==> config.mk <==
export PLATFORM = sky130hd
export DESIGN_NAME = p_ffs_iter
export DESIGN_NICKNAME = d
export VERILOG_FILES = /design/src/rtl/p_ffs_iter.sv
export SDC_FILE = /design/constraint.sdc
export NUM_CORES = 1
export LEC_CHECK = 0
export ABC_AREA = 0
export CAP_MARGIN = 20
export CORE_MARGIN = 5
export CORE_UTILIZATION = 43
export DETAILED_ROUTE_END_ITERATION = 16
export GPL_ROUTABILITY_DRIVEN = 0
export GPL_TIMING_DRIVEN = 0
export MAX_ROUTING_LAYER = met4
export PLACE_DENSITY_LB_ADDON = 0.05
export SLEW_MARGIN = 20
export SYNTH_ARGS = -nofsm -noshare
export SYNTH_HDL_FRONTEND = slang
export SYNTH_SLANG_ARGS = --single-unit
==> constraint.sdc <==
create_clock -name clk -period 2.23 [get_ports clk]
set_input_delay 0.223 -clock clk [delete_from_list [all_inputs] [get_ports clk]]
set_output_delay 0.223 -clock clk [all_outputs]
set_load 0.005 [all_outputs]
clock_nets.png
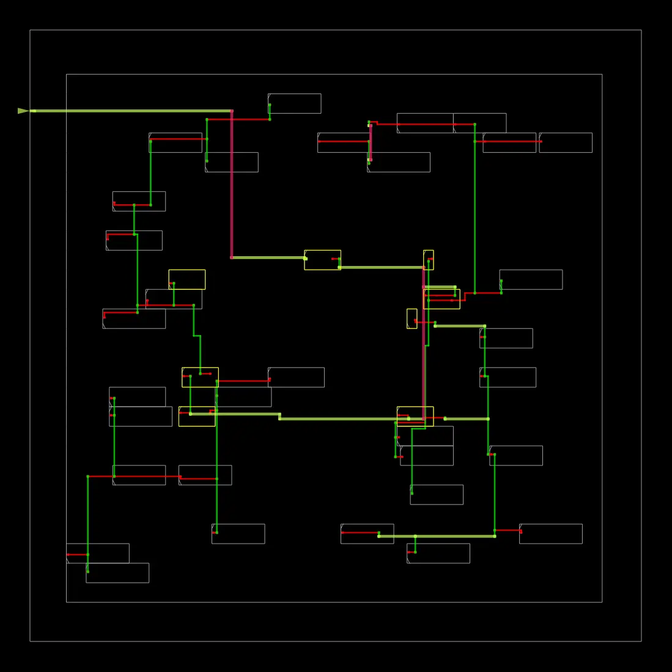
number of clock buffers in the layout: 8
number of sinks driven by the clock tree: 32
clock insertion delay at the later pin of the skew report: 0.30 ns
number of buffers added by the clock tree synthesis step: 5

m4.png
Scale bar: 20 µm. Cells faint in the background.
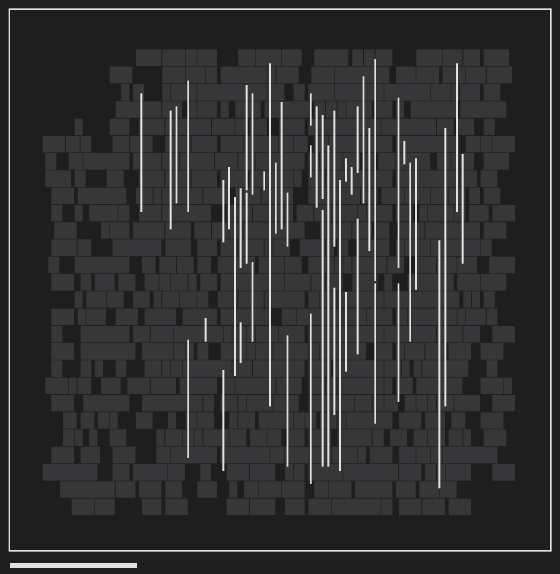
wire length on this layer = 952 µm
main direction = vertical
nets with wire on the layer = 41
longest straight run = 53.7 µm
detailed-route wire length: 12730 µm
vias post-DR: 3560

sizing.png
Scale bar: 20 µm.
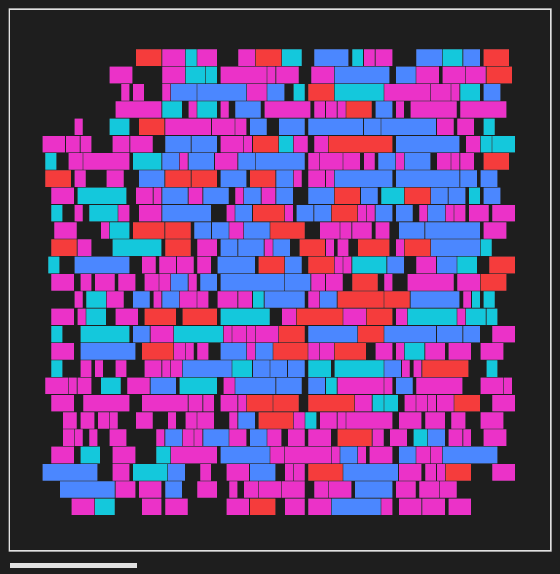
blue -> x3 and x4  # cells 106, share 23%, most used buf_4
cyan -> x2  # cells 58, share 12%, most used buf_2
red -> x6 and larger  # cells 52, share 11%, most used buf_6
magenta -> x1 and smaller  # cells 254, share 54%, most used clkdlybuf4s50_1
count of non-CTS buffers in the layout: 171
slack of the critical path: -0.9546 ns
Layout Cell Area excl Fill: 4511 µm²

==> notes.md <==
Notes on the physical implementation.

- The flow ran to the end, but the final reports show violations.
- The checks that failed: negative setup slack.
- For this design the top-level I/O count stands at just over 70.
- The summed negative setup slack over all endpoints is -29.01 ns, for reference.
- The number of tapcells is 72, for reference.
- The layout report lists the multi-input gate area as 1976 µm².
- Leaving out the clock tree, the finished layout contains an inverter count of 26.
- The number of H-tree levels is 2, for reference.
- In this run, synthesis inferred 0 flip-flops with an integrated enable.
- The share of layout cells above drive strength 1 is between 40% and 50%, for reference.
- The netlist area before placement is 2421 µm², for reference.
- The number of logged tool warnings is 29, for reference.
- For this block, wires on met1 add up to 4563 µm.
- The post-layout net count is a little over 500, for reference.
- Sequential cells were found to cover 26.46% of the synthesized design area.
- For this run, asynchronously set or reset flops after synthesis account for 0%.
- The via count of the first global-routing pass is 3254, for reference.
- The worst hold path stage count is 3, for reference.
- The combined flip-flop and latch cell area is 680.7 µm², for reference.
- Across all checked pins, the minimum headroom to the slew limit is between 50 and 60%.
- As logged by OpenROAD, the buffers inserted on ports number 71.
- Note, the detailed placer reported a final HPWL of between 6000 and 7000 µm.
- The area growth from synthesis to layout is 86.31%.
- The cell-mix breakdown from Yosys lists the adder-cell area share as 0%.
- Entering global routing, the biggest net connects 11 pins.
- The most heavily used metal layer in global routing is met2, for reference.
- The maximum fanout along the worst path is 4, for reference.
- Data arrives at the worst endpoint at 3.35 ns.
- The overall die size recorded for this design is 7231 µm².
- The critical path in the final layout is reported with a setup slack of -0.9546 ns.
- The count of inserted antenna diode cells is 0, for reference.
- The count of multi-input gates is 233, for reference.
- The CTS tree is built, for reference.
- The number of antenna violations at the first check in global routing is 0.
- The total core area is 5473 µm², for reference.
- The chip area line in the Yosys stat output reads 2421 µm².
- Looking at the max-slew report, the worst-margin pin has a slew of 0.7318 ns.
- STA classifies the critical path endpoint as a flop.
- The synthesized design devotes to its leading area cell type 26.46% of total area.
- Detailed-route iteration 0 reported a violation count of 528.
- The sequential share of cell area is between 10% and 20%, for reference.
- The number of setup violations in the final report is ~50, for reference.
- The aggregate global-route resource usage is 30.73%, for reference.
- The per-cell via count in the routed design is ~6.6, for reference.
- Measured along the x axis, the die boundary spans roughly 85 µm.
- The timing report gives the worst reg2reg path a setup slack of -0.95 ns.
- The instance area after placement is 3281 µm², for reference.
- The clock transition time at the flip-flop clock pins of the worst setup and hold paths is around 0.080 ns, for reference.
- The synthesized netlist handed to floorplanning was reported with a cell count of 316.
- Signal routing reaches up to met4.
- The biggest slice of the area belongs to logic gates.
- The number of placed cells counting well taps is 459, for reference.
- The first global-routing pass estimated 17080 µm of wire.
- The cell type with the largest total area is dfxtp_1, for reference.
- Clock tree synthesis selected as its root buffer the cell clkbuf_8.
- The fraction of the core area covered by cells at the end of the flow is 82.42%, for reference.
## critical path: cells and delay by family, from the launching register on
kind	cells	cell delay [ns]
buffers and inverters	4	0.71
multiplexers	1	0.11
AND-OR/OR-AND	2	0.36
AND/OR/NAND/NOR	4	1.51
flip-flops	1	0.35
## kinds of logic (layout without fill, tap and decap cells)
kind of cell	after synthesis	count (layout)
AND/OR/NAND/NOR	145	145
buffers and inverters	51	205
flip-flops	32	32
multiplexers	1	1
AND-OR/OR-AND	87	87
